[src/rtl/axi4_lite_cmd_arbiter.sv]
// rtl/axi4_lite_cmd_arbiter.sv - round-robin arbiter sharing one AXI4-Lite master command port
module axi4_lite_cmd_arbiter #(
    parameter int NUM_REQ = 4,
    parameter int ADDR_W  = 32,
    parameter int DATA_W  = 64,
    parameter int TIMEOUT = 1024
) (
    input  logic                      ACLK,
    input  logic                      ARESETn,
    input  logic [NUM_REQ-1:0]        req_valid,
    output logic [NUM_REQ-1:0]        req_ready,
    input  logic [NUM_REQ-1:0]        req_write,
    input  logic [NUM_REQ*ADDR_W-1:0] req_addr,
    input  logic [NUM_REQ*DATA_W-1:0] req_wdata,
    output logic [NUM_REQ-1:0]        rsp_valid,
    output logic [DATA_W-1:0]         rsp_rdata,
    output logic                      cmd_valid,
    output logic                      cmd_write,
    output logic [ADDR_W-1:0]         cmd_addr,
    output logic [DATA_W-1:0]         cmd_wdata,
    input  logic [DATA_W-1:0]         cmd_rdata,
    input  logic                      cmd_done,
    output logic                      busy,
    output logic                      timeout_err,
    output logic                      spurious
);

    localparam int PTR_W = (NUM_REQ > 1) ? $clog2(NUM_REQ) : 1;
    localparam int WD_W  = (TIMEOUT > 0) ? $clog2(TIMEOUT + 1) : 1;
    localparam logic [WD_W-1:0] WD_MAX = WD_W'(TIMEOUT);

    typedef enum logic [1:0] {ST_ARB, ST_ISSUE, ST_WAIT, ST_RESP} state_t;

    state_t           state_q, state_d;
    logic [PTR_W-1:0] rr_ptr;
    logic [PTR_W-1:0] grant_q;
    logic [PTR_W-1:0] win_idx;
    logic             win_found;
    logic             accept;
    logic [WD_W-1:0]  wd_cnt;

    // First valid requester at or after rr_ptr, wrapping around.
    always_comb begin
        int idx;
        idx       = 0;
        win_found = 1'b0;
        win_idx   = '0;
        for (int k = 0; k < NUM_REQ; k++) begin
            idx = int'(rr_ptr) + k;
            if (idx >= NUM_REQ) idx = idx - NUM_REQ;
            if (!win_found && req_valid[idx]) begin
                win_found = 1'b1;
                win_idx   = PTR_W'(idx);
            end
        end
    end

    assign accept    = (state_q == ST_ARB) && win_found;
    assign req_ready = accept ? (NUM_REQ'(1) << win_idx) : '0;
    assign cmd_valid = (state_q == ST_ISSUE);
    assign busy      = (state_q != ST_ARB);
    assign rsp_valid = (state_q == ST_RESP) ? (NUM_REQ'(1) << grant_q) : '0;
    assign rsp_rdata = (state_q == ST_RESP) ? cmd_rdata : '0;

    always_comb begin
        state_d = state_q;
        case (state_q)
            ST_ARB:   if (win_found) state_d = ST_ISSUE;
            ST_ISSUE: state_d = ST_WAIT;
            ST_WAIT:  if (cmd_done) state_d = ST_RESP;
            ST_RESP:  state_d = ST_ARB;
            default:  state_d = ST_ARB;
        endcase
    end

    always_ff @(posedge ACLK or negedge ARESETn) begin
        if (!ARESETn) begin
            state_q     <= ST_ARB;
            rr_ptr      <= '0;
            grant_q     <= '0;
            cmd_write   <= 1'b0;
            cmd_addr    <= '0;
            cmd_wdata   <= '0;
            wd_cnt      <= '0;
            timeout_err <= 1'b0;
            spurious    <= 1'b0;
        end else begin
            state_q <= state_d;
            if (cmd_done && state_q != ST_WAIT) spurious <= 1'b1;
            case (state_q)
                ST_ARB: begin
                    if (accept) begin
                        grant_q   <= win_idx;
                        cmd_write <= req_write[win_idx];
                        cmd_addr  <= req_addr[win_idx*ADDR_W +: ADDR_W];
                        cmd_wdata <= req_wdata[win_idx*DATA_W +: DATA_W];
                        rr_ptr    <= (win_idx == PTR_W'(NUM_REQ - 1)) ? '0 : win_idx + 1'b1;
                    end
                end
                ST_WAIT: begin
                    // A completion in the same cycle as the limit takes precedence over the error.
                    if (cmd_done) begin
                        wd_cnt <= '0;
                    end else if (TIMEOUT != 0 && wd_cnt == WD_MAX) begin
                        timeout_err <= 1'b1;
                    end else begin
                        wd_cnt <= wd_cnt + 1'b1;
                    end
                end
                default: ;
            endcase
        end
    end

endmodule

[config.mk]
export PLATFORM = sky130hd
export DESIGN_NAME = axi4_lite_cmd_arbiter
export DESIGN_NICKNAME = d
export VERILOG_FILES = /design/src/rtl/axi4_lite_cmd_arbiter.sv
export SDC_FILE = /design/constraint.sdc
export NUM_CORES = 1
export LEC_CHECK = 0
export ABC_AREA = 1
export CORE_AREA = 2 2 246 248
export CTS_BUF_LIST = sky130_fd_sc_hd__clkbuf_8
export DETAILED_ROUTE_END_ITERATION = 7
export DIE_AREA = 0 0 248 250
export GPL_ROUTABILITY_DRIVEN = 0
export GPL_TIMING_DRIVEN = 0
export PLACE_DENSITY = 0.46
export SYNTH_ARGS = -nofsm -noshare
export SYNTH_HDL_FRONTEND = slang
export SYNTH_SLANG_ARGS = --single-unit
[constraint.sdc]
create_clock -name ACLK -period 3.25 [get_ports ACLK]
set_input_delay 0.8125 -clock ACLK [delete_from_list [all_inputs] [get_ports ACLK]]
set_output_delay 0.8125 -clock ACLK [all_outputs]
set_load 0.03 [all_outputs]
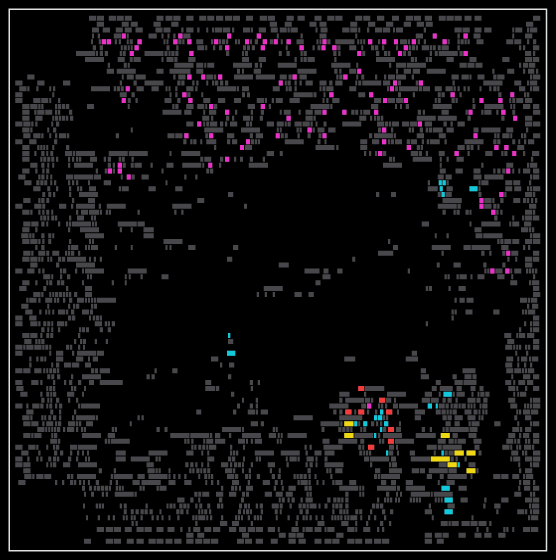
Fig. 1. Gate-type map.
[AND and OR gates] magenta | cells: 99 | where: a horizontal strip, top
[XOR/XNOR gates] red | cells: 8
[NOR gates] cyan | cells: 24
[adder and majority cells] yellow | cells: 8 | where: south-east
most frequent logic cell in the layout: sky130_fd_sc_hd__clkdlybuf4s50_1
combinational share of cell area: 28.8%
post-layout instance count excluding filler cells: 3,149

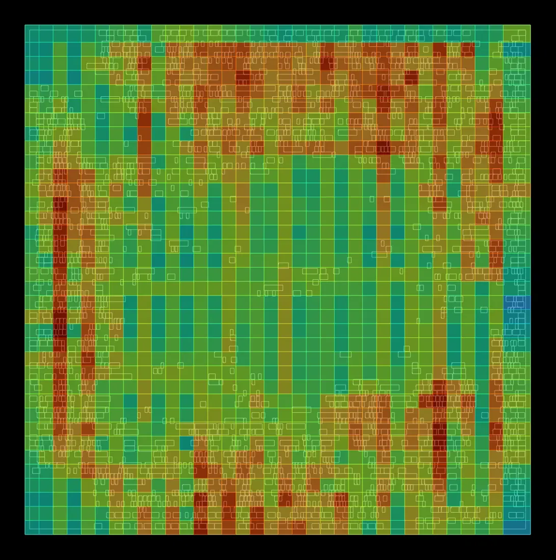
Fig. 2. Routing congestion map.
GR Util All Layers: 18.4%
end-of-flow core utilization: 30.2%

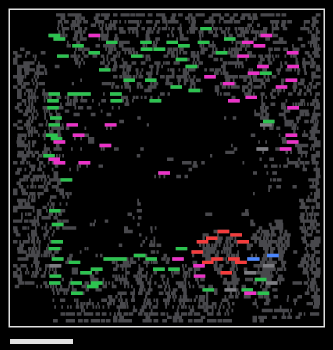
Fig. 3. Sequential cells coloured by netlist name.
Bar = 50 um. Other sequential cells in the stronger grey, the rest of the logic in the fainter grey.
[`cmd_wdata`] green | flops: 64
[`cmd_addr`] magenta | flops: 32 | where: widely spread
[`wd_cnt`] red | flops: 11
[`rr_ptr`] blue | flops: 2
share of the final layout cell area in sequential cells: 16.2%
power in sequential cells: 2570 uW

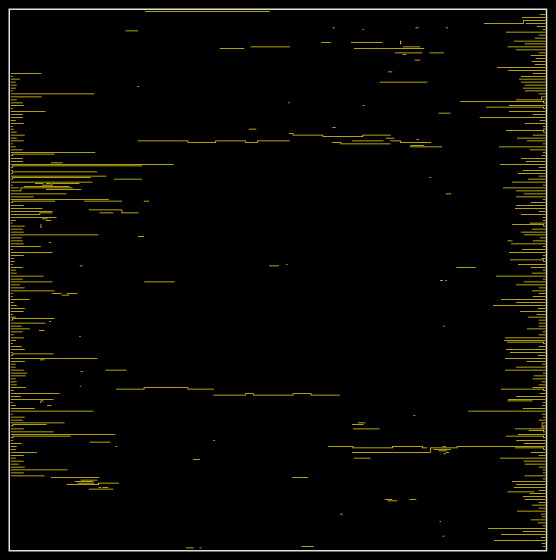
Fig. 4. Met3 routing.
main direction: horizontal
wire length on this layer: 4,190 um
longest straight run: 75.2 um
nets with wire on the layer: 391
Routed Wire Length: 58.2 mm
met3 GRT Util: 4.48%
vias: 13,100

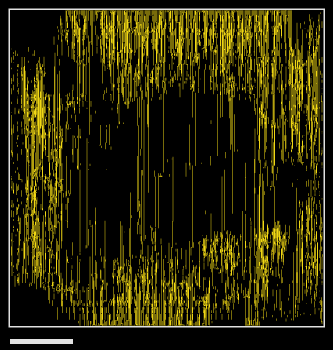
Fig. 5. Met2 routing.
Bar = 50 um.
nets with wire on the layer: 2,340
main direction: vertical
met2 track utilization from global routing: 32.8%

==> run notes <==
The layout was made with Yosys and OpenROAD.

The fraction of the mapped netlist area in adder cells is 1.03%. The number of logic stages on the critical path including buffering is 14. Timing would allow up to 295 MHz. For reference, the critical path cell chain is dlygate4sd2_1, inv_1, nand2_1, nand3_4, nand2_4, nor2_4, nand3b_1, nand3_4, clkinv_4, nor2_4, buf_12, inv_6, nor2_4, buf_6. The area growth from synthesis to layout is 84.5%. The number of clock buffer instances in the layout is 21.

The floorplan has 90 rows. For flop-to-flop paths, the worst setup slack is 340 ps. The smallest clock period supported by the final layout is computed as 3390 ps.

In this run the count of I/O pins placed on the die edge is 632. The worst voltage drop across the vdd grid is 0.000394 V. The first routing iteration left 630 violations. During synthesis, Yosys emitted a total of 0 warnings. Setup repair after global routing could not meet its margin everywhere. The capturing instance or port of the critical path is req_ready[3]. The share of cell area taken by muxes after synthesis is 0%. In the final layout, the registers with the most flip-flops are cmd_wdata (64), cmd_addr (32), wd_cnt (11). The power report shows net switching accounting for 57.0% of the total. The sequential group share of total power is 13.5%. The number of flip-flops in the largest register is 64. The largest part of the power goes to combinational logic.

The floorplan step set the die width to 248 um. The synthesized design contains 116 register bits. The number of antenna violations at the first check in global routing came to 8. The first global-routing pass estimated 83.1 mm of wire. The most frequent cell on the critical path is sky130_fd_sc_hd__nor2_4. The run finished, with violations left. The most common logic cells in the final layout are sky130_fd_sc_hd__clkdlybuf4s50_1 (567), sky130_fd_sc_hd__nand2_1 (533), sky130_fd_sc_hd__inv_1 (373). Counting tap cells, the placed design contains a total of 3,085 instances.

The standard cell with the maximum stage delay on the critical path is sky130_fd_sc_hd__dlygate4sd2_1. The cell class contributing the biggest share of worst-path delay is simple AND/OR/NAND/NOR gates. Counting the inverters off the clock network in the layout gives 381.

STA classifies the critical path endpoint as an output port. The total cells reported by yosys after synthesis is 1,672. STA lists the startpoint of the worst register-to-register path as rr_ptr[0]. The clock tree buffer depth is 2. The internal portion of total power is 8210 uW. The clock network consumes a total of 1470 uW. The timing startpoint of the critical path is req_valid[2].

By count the netlist is led by sky130_fd_sc_hd__nand2_1 (554), sky130_fd_sc_hd__inv_1 (377), sky130_fd_sc_hd__nand3_1 (352). Counting flops with a built-in enable in the synthesized netlist gives 0. The total half-perimeter wirelength after legalization and detailed placement is 47.1 mm.

Hold repair after CTS inserted 0 buffers. The critical path required time is 2440 ps. The final layout report lists a filler cell count of 6,627. The die covers 0.0620 sq mm. The CTS report gives the tree buffer count as 17. The final report lists the setup-violating endpoint count as 4. During placement, the flow inserted port buffers numbering 630. The clock network fraction of total power is 7.7%. Global routing finished with a remaining overflow of 0. The checks that failed: negative setup slack.

Cells with a size suffix above 1 make up 9.22% of the layout. OpenSTA, run right after detailed placement, puts the worst setup slack at -2080 ps. The net switching power is 10,900 uW. Summed over all combinational cells, the power is 15,100 uW. Dividing the detail-routed via count by the number of cells gives 4.15. Combinational logic burns 78.8% of the power. The post-synth net total is 2,139. The repair_antennas step left the layout with diodes totalling 3. The vertical die dimension is 250 um. Per the layout area report, the register area comes to 0.00290 sq mm. The area of the placeable core is 0.0596 sq mm. Together, buffers and inverters on the worst path number 6.

The post-synthesis compound-gate area fraction is 1.37%. The path type of the worst setup path is in -> out. The worst-case reg-to-reg path depth is 15. Dividing total power by cell area gives a power density of 1060 mW/mm^2.

The endpoint of the most critical register-to-register path is cmd_addr[1]. The worst hold slack is 247 ps. The flow inserted 782 tap cells. The worst hold path class is in -> async. The count of plain and timing-repair buffers in the layout is 760. The clock H-tree reported by CTS has 4 levels.

The net count reported at finish is 2,820. Endpoints failing hold in the final report were tallied at 0. The share of synthesized area occupied by flip-flops and latches is 29.8%. Per the synth stats, the proportion of register bits with asynchronous set or reset is 100%. The worst-case setup margin in the final layout is -137 ps. Looking at the post-CTS report, the setup buffer insertion count equals 28.

The gate count after technology mapping is 1,672. The synthesized netlist devotes 47.8% of its cell area to simple gates. The most frequently used flop master after synthesis is sky130_fd_sc_hd__dfrtp_1.

The number of max-slew violations in the final report is 0. The number of gates resized after CTS is 180. The non-clock buffer area fraction after layout is 39.2%.

Multi-input combinational cells in the finished layout were counted as 1,077. The top cell type's share of synthesized area is 29.8%. The placement-stage cell area is 0.0171 sq mm. The largest area contributor in the synthesized netlist is sky130_fd_sc_hd__dfrtp_1.

For the completed layout, the total cell area is recorded as 0.0180 sq mm. The via count of the first global-routing pass is 13,200. After synthesis, the chip area reported by Yosys is 0.00974 sq mm.
-- layer usage --
metal  wire length [um]  up-vias  part of all wire [%]  track usage [%]
li1                   -     6342                     -                -
met1              23300     6177                    40             21.2
met2              29300      486                    50             32.8
met3               4190       63                   7.2             4.48
met4               1280        8                   2.2             6.02
met5                 55        -                 0.095                0
-- worst min path at each step --
stage | from | end | slack (ps) | cells after the start
after floorplan | wd_cnt[4] | wd_cnt[4] | 450 | 2
after CTS | ARESETn | cmd_addr[15] | 190 | 1
after global placement | cmd_wdata[37] | cmd_wdata[37] | 460 | 2
final | ARESETn | cmd_wdata[63] | 250 | 1
after detailed placement | cmd_wdata[13] | cmd_wdata[13] | 460 | 2
after global routing | ARESETn | cmd_addr[31] | 230 | 1
Power and IR drop assume default switching activity.
